Figure 1. Pin map (run 1).
Scale: 8 px per um. Pins as bars across the die edge, other pins in grey.
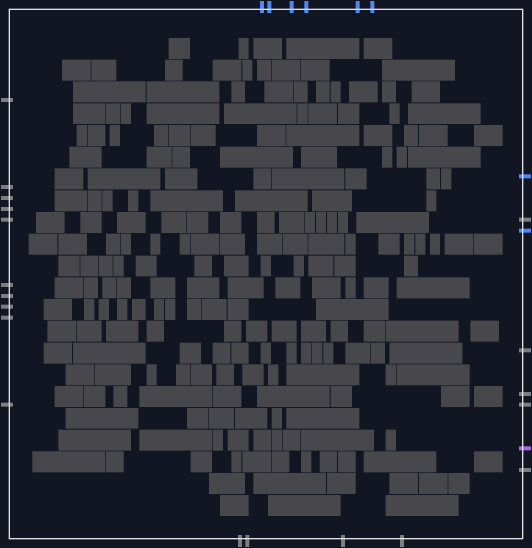
Figure 2. Placement view (run 1).
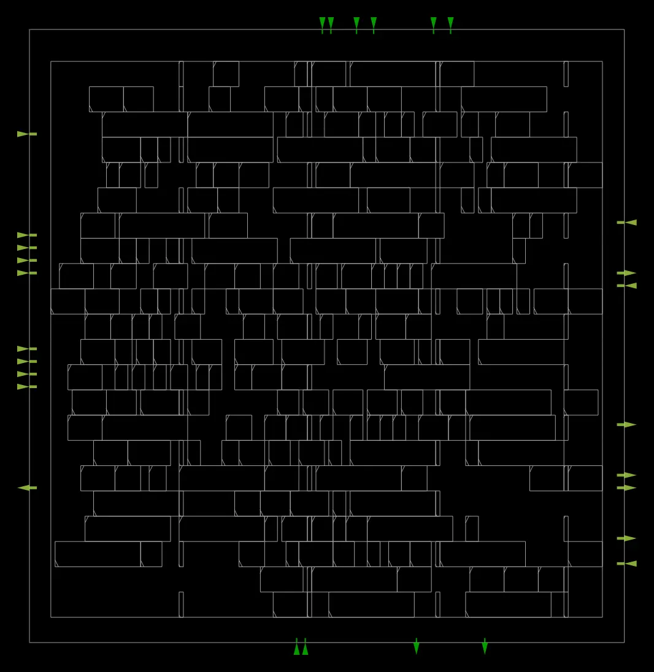
Figure 3. Met2 routing (run 1).
Scale: 6 px per um.
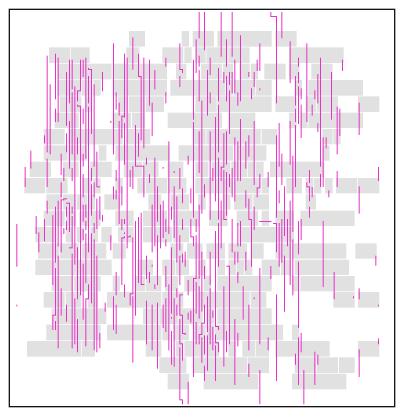
===== src/rtl/conv_frame_ctrl.sv =====
`default_nettype none
// ============================================================================
// Module   : conv_frame_ctrl
// Purpose  : Frame sequencer for a rate-1/2, K=3 convolutional encoder.
//            Serialises bytes MSB first over two-clock bit periods, then
//            appends zero tail bits.
// Revision : 1.0 - initial release
// ============================================================================
module conv_frame_ctrl #(
    parameter int LEN_W = 8,
    parameter int TAIL  = 2
) (
    input  logic             clk,
    input  logic             reset,
    input  logic             start,
    input  logic [LEN_W-1:0] frame_len,
    input  logic [7:0]       din,
    input  logic             din_valid,
    output logic             din_ready,
    output logic             busy,
    output logic             enc_clr,
    output logic             enc_en,
    output logic             enc_x,
    output logic             enc_phase,
    output logic             enc_tail,
    output logic             done
);

    localparam int              TC_W        = $clog2(2*TAIL+1);
    localparam logic [TC_W-1:0] C_TAIL_LAST = TC_W'(2*TAIL-1);

    typedef enum logic [2:0] {
        S_IDLE  = 3'd0,
        S_CLR   = 3'd1,
        S_LOAD  = 3'd2,
        S_SHIFT = 3'd3,
        S_TAIL  = 3'd4,
        S_DONE  = 3'd5
    } state_t;

    state_t           r_state,    w_state_nxt;
    logic [7:0]       r_shreg,    w_shreg_nxt;
    logic [LEN_W-1:0] r_byte_cnt, w_byte_cnt_nxt;
    logic [2:0]       r_bit_cnt,  w_bit_cnt_nxt;
    logic             r_phase,    w_phase_nxt;
    logic [TC_W-1:0]  r_tail_cnt, w_tail_cnt_nxt;
    logic             w_capture;
    logic             w_enc_act;

    logic r_din_ready, r_busy, r_enc_clr, r_enc_en;
    logic r_enc_x, r_enc_phase, r_enc_tail, r_done;

    always_comb begin
        w_state_nxt    = r_state;
        w_shreg_nxt    = r_shreg;
        w_byte_cnt_nxt = r_byte_cnt;
        w_bit_cnt_nxt  = r_bit_cnt;
        w_phase_nxt    = r_phase;
        w_tail_cnt_nxt = r_tail_cnt;
        w_capture      = 1'b0;

        case (r_state)
            S_IDLE: begin
                if (start && (frame_len != '0)) begin
                    w_byte_cnt_nxt = frame_len;
                    w_state_nxt    = S_CLR;
                end
            end
            S_CLR: w_state_nxt = S_LOAD;
            S_LOAD: begin
                if (din_valid) begin
                    w_capture   = 1'b1;
                    w_state_nxt = S_SHIFT;
                end
            end
            S_SHIFT: begin
                w_phase_nxt = ~r_phase;
                if (r_phase) begin
                    w_shreg_nxt   = {r_shreg[6:0], 1'b0};
                    w_bit_cnt_nxt = r_bit_cnt - 3'd1;
                    if (r_bit_cnt == 3'd0) begin
                        if (r_byte_cnt == '0) begin
                            w_state_nxt    = S_TAIL;
                            w_tail_cnt_nxt = '0;
                        end else if (din_valid) begin
                            // Back-to-back byte: reload without a bubble
                            w_capture = 1'b1;
                        end else begin
                            w_state_nxt = S_LOAD;
                        end
                    end
                end
            end
            S_TAIL: begin
                w_phase_nxt    = ~r_phase;
                w_tail_cnt_nxt = r_tail_cnt + TC_W'(1);
                if (r_tail_cnt == C_TAIL_LAST) begin
                    w_tail_cnt_nxt = '0;
                    w_state_nxt    = S_DONE;
                end
            end
            S_DONE: begin
                w_phase_nxt = 1'b0;
                w_state_nxt = S_IDLE;
            end
            default: w_state_nxt = S_IDLE;
        endcase

        if (w_capture) begin
            w_shreg_nxt    = din;
            w_bit_cnt_nxt  = 3'd7;
            w_phase_nxt    = 1'b0;
            w_byte_cnt_nxt = r_byte_cnt - LEN_W'(1);
        end
    end

    assign w_enc_act = (w_state_nxt == S_SHIFT) || (w_state_nxt == S_TAIL);

    // Outputs are registered from the next-state decode so they line up with the state they describe
    always_ff @(posedge clk or negedge reset) begin
        if (!reset) begin
            r_state     <= S_IDLE;
            r_shreg     <= '0;
            r_byte_cnt  <= '0;
            r_bit_cnt   <= '0;
            r_phase     <= 1'b0;
            r_tail_cnt  <= '0;
            r_din_ready <= 1'b0;
            r_busy      <= 1'b0;
            r_enc_clr   <= 1'b0;
            r_enc_en    <= 1'b0;
            r_enc_x     <= 1'b0;
            r_enc_phase <= 1'b0;
            r_enc_tail  <= 1'b0;
            r_done      <= 1'b0;
        end else begin
            r_state     <= w_state_nxt;
            r_shreg     <= w_shreg_nxt;
            r_byte_cnt  <= w_byte_cnt_nxt;
            r_bit_cnt   <= w_bit_cnt_nxt;
            r_phase     <= w_phase_nxt;
            r_tail_cnt  <= w_tail_cnt_nxt;
            r_din_ready <= (w_state_nxt == S_LOAD) ||
                           ((w_state_nxt == S_SHIFT) && (w_bit_cnt_nxt == 3'd0) &&
                            w_phase_nxt && (w_byte_cnt_nxt != '0));
            r_busy      <= (w_state_nxt != S_IDLE);
            r_enc_clr   <= (w_state_nxt == S_CLR);
            r_enc_en    <= w_enc_act;
            r_enc_x     <= (w_state_nxt == S_SHIFT) && w_shreg_nxt[7];
            r_enc_phase <= w_enc_act && w_phase_nxt;
            r_enc_tail  <= (w_state_nxt == S_TAIL);
            r_done      <= (w_state_nxt == S_DONE);
        end
    end

    assign din_ready = r_din_ready;
    assign busy      = r_busy;
    assign enc_clr   = r_enc_clr;
    assign enc_en    = r_enc_en;
    assign enc_x     = r_enc_x;
    assign enc_phase = r_enc_phase;
    assign enc_tail  = r_enc_tail;
    assign done      = r_done;

endmodule
`default_nettype wire


===== config.mk =====
export PLATFORM = sky130hd
export DESIGN_NAME = conv_frame_ctrl
export DESIGN_NICKNAME = d
export VERILOG_FILES = /design/src/rtl/conv_frame_ctrl.sv
export SDC_FILE = /design/constraint.sdc
export NUM_CORES = 1
export LEC_CHECK = 0
export CAP_MARGIN = 30
export CORE_AREA = 2 2 62 64
export CTS_CLUSTER_DIAMETER = 200
export CTS_CLUSTER_SIZE = 10
export DETAILED_ROUTE_END_ITERATION = 16
export DIE_AREA = 0 0 64 66
export PLACE_DENSITY = 0.76
export SYNTH_ARGS = -nofsm -noshare
export SYNTH_HDL_FRONTEND = slang
export SYNTH_SLANG_ARGS = --single-unit
export TNS_END_PERCENT = 5

===== constraint.sdc =====
create_clock -name clk -period 2.94 [get_ports clk]
set_clock_uncertainty 0.05 [all_clocks]
set_input_delay 0.441 -clock clk [delete_from_list [all_inputs] [get_ports clk]]
set_output_delay 0.441 -clock clk [all_outputs]
set_load 0.03 [all_outputs]

==> impl_metrics.csv, run 1 <==
group,metric,value,unit
critical_path,critPathKind,"flip-flop to flip-flop",
drt,drc,0,
cells_and_area,mostFrequentLayoutCells,"dfrtp_1, clkdlybuf4s50_1, nand2_1, nor2_1",
synthesis,yosysTopAreaCell,"dfrtp_1",
sta,worst_pin_slew,0.746,ns
power,clkPwrFrac,16.3,%
synthesis,area_leaders,"dfrtp_1, mux2i_1, nand2_1",
place,post-dp-hpwl,2870,um
clocking,cts_tree,"yes",
synthesis,top_cell_area_share,47.0,%
power,internal_power,1.04,mW
floorplan,dieArea,0.00422,mm2
synthesis,synth_warnings,0,
critical_path,cp_top_family,"AND-OR/OR-AND gates",
synthesis,logic_family,"simple AND/OR/NAND/NOR gates",
global_route,grt_max_degree,35,
clocking,ctsHoldBuffers,0,
sta,max_clock_freq,394,MHz
sta,rsz0062_at_grt,"false",
clocking,clock_latency,0.34,ns
power,pg_seq,745,uW
floorplan,taps,48,
sta,slew_viol_final,0,
synthesis,flop_cell,"dfrtp_1",
global_route,use_met1,25.5,%
floorplan,ioPinCount,28,
cells_and_area,reg.largest.list,"r_byte_cnt: 8 flops, r_shreg: 8 flops",
drt,drtIter0Drc,79,
cells_and_area,n_all_inverters,10,
power,net-switching-power,669,uW
cells_and_area,syn2layout_area_growth,21.5,%
critical_path,r2r-start,"r_byte_cnt[0]",
clocking,cts-root-buf,"clkbuf_4",
synthesis,async_reset_ff_share,100,%
synthesis,synth_cells,185,
critical_path,endpoint,"r_byte_cnt[3]",
synthesis,synth_cell_types,52,
cells_and_area,buffers,31,
drt,wl_met2,1970,um
critical_path,max_stage_delay,0.59,ns
critical_path,start_kind,"flip-flop",
cells_and_area,ff_count,34,
place,place_area,0.00214,mm2
synthesis,syn_area,0.00181,mm2
synthesis,fp_nets,209,
drt,ant_nets,0,
clocking,clk_pin_slew,0.11,ns
run_status,status,"finished clean",
synthesis,synth_stat.cells,185,
Notes on Figure 1 above:
[enc_tail] purple | pins: 1 | direction: output | edge: east
[din] blue | pins: 8 | direction: input | edge: 6 north, 2 east
all pins by edge: 10 west, 8 east, 6 north, 4 south
I/O Buffers: 27
Die X-Extent: 64 um
Die H: 66 um

Notes on Figure 2 above:
final core utilization: 61.9%
fill cell total of the finished layout: 307
std cell rows: 22
non-filler cells, final: 264

Notes on Figure 3 above:
share of all routed wire: 50%
nets with wire on the layer: 205
wire length on this layer: 1970 um
routed vias: 1511
routed wire length: 3900 um
met2 usage: 35.8%

Figure 4. Zoomed window (run 1).
Region (12, 13) to (52, 53) um. Cells in grey, sequential cells in the stronger grey; small squares are vias.
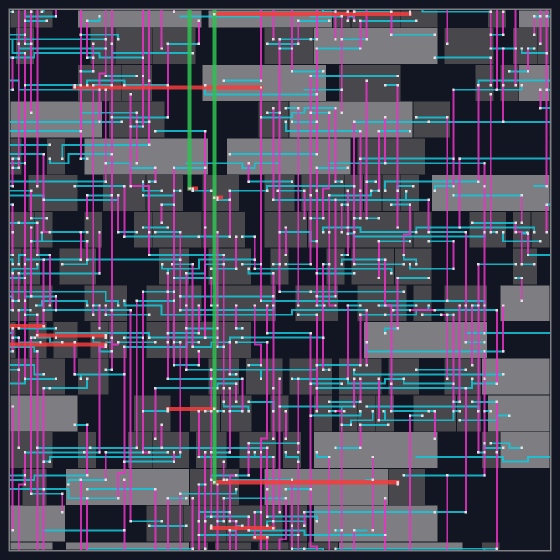

==> run 2: changes to the inputs <==
--- a/config.mk
+++ b/config.mk
@@ -6,11 +6,11 @@
 export NUM_CORES = 1
 export LEC_CHECK = 0
 export CAP_MARGIN = 30
-export CORE_AREA = 2 2 62 64
+export CORE_AREA = 4 4 64 66
 export CTS_CLUSTER_DIAMETER = 200
 export CTS_CLUSTER_SIZE = 10
 export DETAILED_ROUTE_END_ITERATION = 16
-export DIE_AREA = 0 0 64 66
+export DIE_AREA = 0 0 68 70
 export PLACE_DENSITY = 0.76
 export SYNTH_ARGS = -nofsm -noshare
 export SYNTH_HDL_FRONTEND = slang
Figure 5. Zoomed window (run 2).
Region (14, 15) to (54, 55) um. Cells in grey, sequential cells in the stronger grey; small squares are vias.
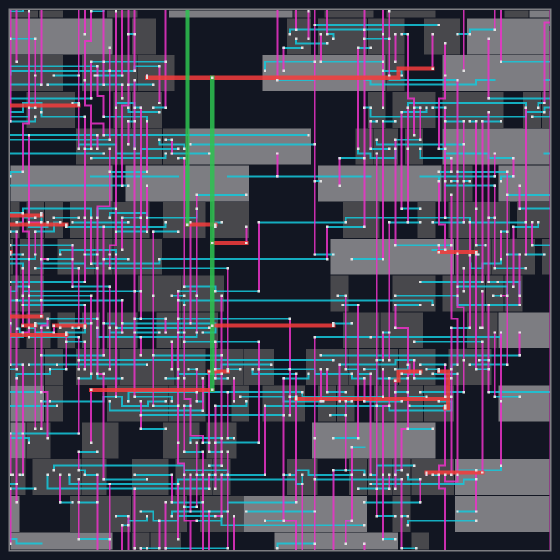
[met3] red
[met2] magenta
[met4] green
[met1] cyan
sequential cells in the window: 14
most frequent: nand2_1 (14), dfrtp_1 (14)
netlist names of flops here include: r_shreg (4), r_byte_cnt (3)
cells with their middle in the window: 111

Figure 6. Met2 routing (run 2).
Scale: 6 px per um.
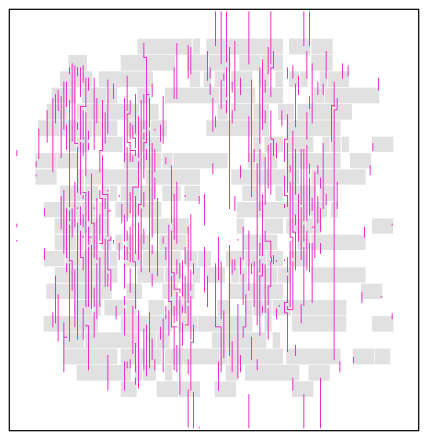
share of all routed wire: 50%
main direction: vertical
wire length on this layer: 1960 um
routed vias: 1505
routed wire length: 3910 um

==> run 2 against run 1 <==
- via count decreased by 0.40%
- utilization decreased by 0.93 points
- wire length increased by 0.26%
- count of clock-buffer cells in the layout decreased by 1
- critical path type unchanged
- largest power group unchanged
==> impl_metrics.csv, run 2 <==
group,metric,value,unit
run_status,status,"finished clean",
clocking,clock_latency,0.33,ns
clocking,ctsHoldBuffers,0,
critical_path,endpoint,"r_byte_cnt[7]",
cells_and_area,reg.largest.list,"r_byte_cnt: 8 flops, r_shreg: 8 flops",
cells_and_area,layout.cells.non_filler,263,
critical_path,max_stage_delay,0.55,ns
synthesis,yosysTopAreaCell,"dfrtp_1",
synthesis,synth_cell_types,52,
critical_path,cp_top_family,"AND-OR/OR-AND gates",
sta,worst_pin_slew,0.764,ns
drt,ant_nets,0,
drt,drc,0,
cells_and_area,syn2layout_area_growth,20.6,%
global_route,grtUsageMet2,28.8,%
floorplan,die.size.y,70,um
clocking,clk_pin_slew,0.10,ns
cells_and_area,final_util,61.0,%
synthesis,synth_stat.cells,185,
power,clkPwrFrac,13.8,%
cells_and_area,drive_gt1_share,9.77,%
synthesis,synth_cells,185,
synthesis,top_cell_area_share,47.0,%
clocking,cts-root-buf,"clkbuf_4",
critical_path,r2r-start,"r_bit_cnt[0]",
cells_and_area,n_all_inverters,10,
floorplan,die_w,68,um
synthesis,synth_warnings,0,
cells_and_area,buffers,31,
critical_path,start_kind,"flip-flop",
floorplan,rows,22,
synthesis,fp_nets,209,
synthesis,flop_cell,"dfrtp_1",
drt,wl_met2,1960,um
floorplan,ioPinCount,28,
power,internal_power,1.01,mW
cells_and_area,mostFrequentLayoutCells,"dfrtp_1, clkdlybuf4s50_1, nand2_1, nor2_1",
global_route,use_met1,23.3,%
synthesis,logic_family,"simple AND/OR/NAND/NOR gates",
drt,drtIter0Drc,81,
floorplan,dieArea,0.00476,mm2
clocking,cts_tree,"yes",
global_route,grt_max_degree,35,
critical_path,critPathKind,"flip-flop to flip-flop",
Figure 7. Placement view (run 2).
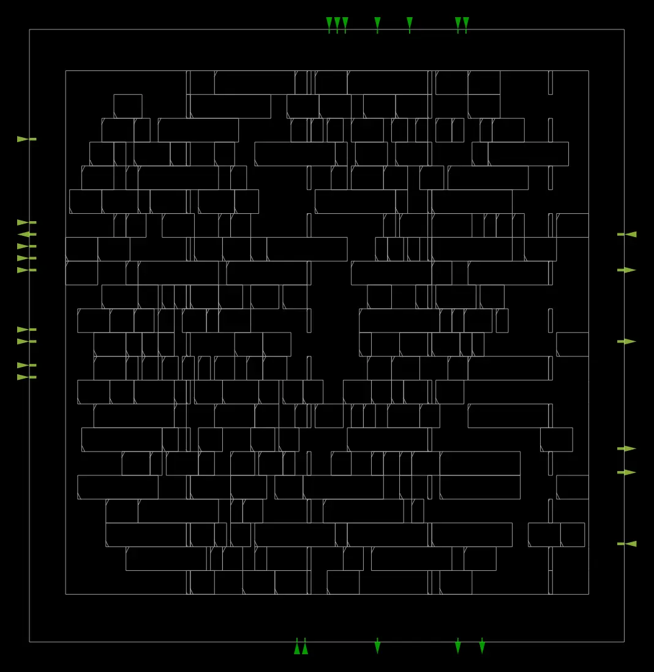
sequential share of cell area: 39.0%
fill cell total of the finished layout: 326
FFs & Latches: 34
tap cells: 48

Figure 8. Pin map (run 2).
Scale: 6 px per um. Pins as bars across the die edge, other pins in grey.
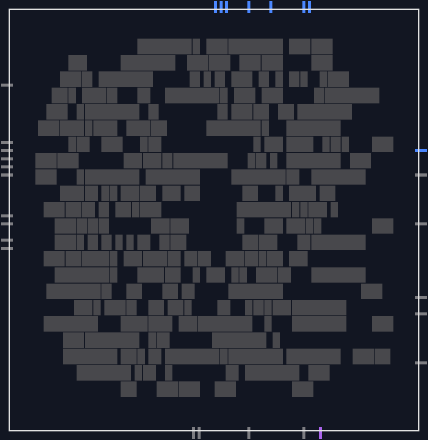

==> run 3: changes to the inputs <==
--- a/config.mk
+++ b/config.mk
@@ -6,12 +6,12 @@
 export NUM_CORES = 1
 export LEC_CHECK = 0
 export CAP_MARGIN = 30
-export CORE_AREA = 4 4 64 66
+export CORE_AREA = 4 4 67 69
 export CTS_CLUSTER_DIAMETER = 200
 export CTS_CLUSTER_SIZE = 10
 export DETAILED_ROUTE_END_ITERATION = 16
-export DIE_AREA = 0 0 68 70
-export PLACE_DENSITY = 0.76
+export DIE_AREA = 0 0 71 73
+export PLACE_DENSITY = 0.73
 export SYNTH_ARGS = -nofsm -noshare
 export SYNTH_HDL_FRONTEND = slang
 export SYNTH_SLANG_ARGS = --single-unit
==> constraint.sdc (replaced) <==
create_clock -name clk -period 2.1 [get_ports clk]
set_clock_uncertainty 0.05 [all_clocks]
set_input_delay 0.315 -clock clk [delete_from_list [all_inputs] [get_ports clk]]
set_output_delay 0.315 -clock clk [all_outputs]
set_load 0.03 [all_outputs]
Figure 9. Pin map (run 3).
Scale: 6 px per um. Pins as bars across the die edge, other pins in grey.
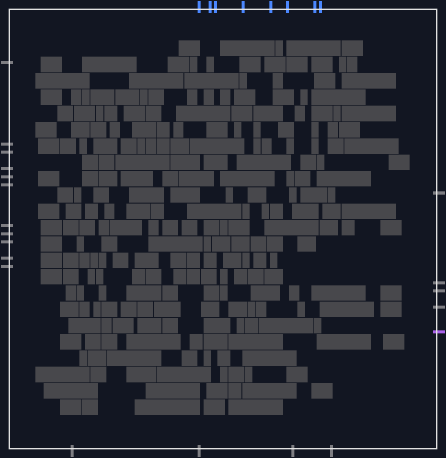
[enc_tail] purple | pins: 1 | direction: output | edge: east
[din] blue | pins: 8 | direction: input | edge: north
all pins by edge: 11 west, 8 north, 5 east, 4 south
Die H: 73 um
Die X-Extent: 71 um

Figure 10. Met2 routing (run 3).
Scale: 4 px per um.
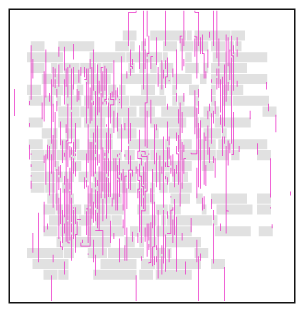
nets with wire on the layer: 237
wire length on this layer: 2120 um
main direction: vertical
share of all routed wire: 51%
longest straight run: 26.2 um
met2 usage: 27.1%
routed vias: 1616
routed wire length: 4180 um

==> run 3 against run 2 <==
- clock power went up to 2.5 times the previous value
- utilization is 3.1 points higher
- non-clock buffer count is 28 higher
- critical path depth is 1 lower
- sequential share of layout area is 5.0 points lower
- worst setup slack worse by 0.47 ns
- total power is 68% higher
- combinational power is 77% higher
- global-route usage is 1.6 points lower
- flip-flop count stayed put
==> impl_metrics.csv, run 3 <==
group,metric,value,unit
critical_path,max_stage_delay,0.39,ns
sta,slew_viol_final,0,
power,clkPwrFrac,20.6,%
global_route,grt_max_degree,35,
critical_path,cp_top_family,"AND-OR/OR-AND gates",
clocking,ctsHoldBuffers,0,
sta,worst_pin_slew,0.439,ns
critical_path,critPathKind,"flip-flop to flip-flop",
synthesis,flop_cell,"dfrtp_1",
clocking,cts_tree,"yes",
sta,max_clock_freq,485,MHz
sta,rsz0062_at_grt,"true",
synthesis,logic_family,"simple AND/OR/NAND/NOR gates",
synthesis,synth_cell_types,52,
synthesis,synth_stat.cells,185,
global_route,use_met1,20.7,%
critical_path,start_kind,"flip-flop",
drt,ant_nets,0,
cells_and_area,final_util,64.1,%
clocking,clock_latency,0.29,ns
power,net-switching-power,1.00,mW
cells_and_area,fillers,329,
place,place_area,0.00235,mm2
floorplan,dieArea,0.00518,mm2
cells_and_area,mostFrequentLayoutCells,"dfrtp_1, buf_4, clkdlybuf4s50_1, nand2_1, nor2_1",
drt,wl_met2,2120,um
synthesis,synth_cells,185,
floorplan,taps,50,
cells_and_area,sh_seq_area,33.9,%
cells_and_area,n_all_inverters,10,
power,pg_seq,996,uW
synthesis,async_reset_ff_share,100,%
clocking,cts-root-buf,"clkbuf_8",
floorplan,ioPinCount,28,
critical_path,r2r-start,"r_bit_cnt[0]",
cells_and_area,drive_gt1_share,23.4,%
synthesis,area_leaders,"dfrtp_1, mux2i_1, nand2_1",
cells_and_area,ff_count,34,
synthesis,synth_warnings,0,
drt,drtIter0Drc,93,
place,post-dp-hpwl,3110,um
run_status,status,"finished clean",
place,io_buffers,27,
Figure 11. Metal layers overlaid (run 3).
Scale: 4 px per um. Two of the layers only.
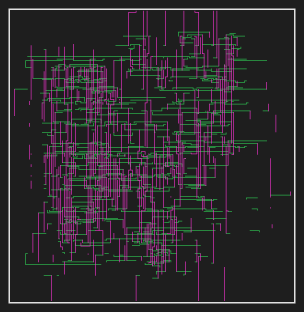
[met2] magenta | wire length: 2120 um
[met1] green | wire length: 1780 um
DR WL/cell: 14.2 um
All-Layer GR Usage: 16.6%

Power figures rest on the tool's default switching activity, not on a simulated workload.
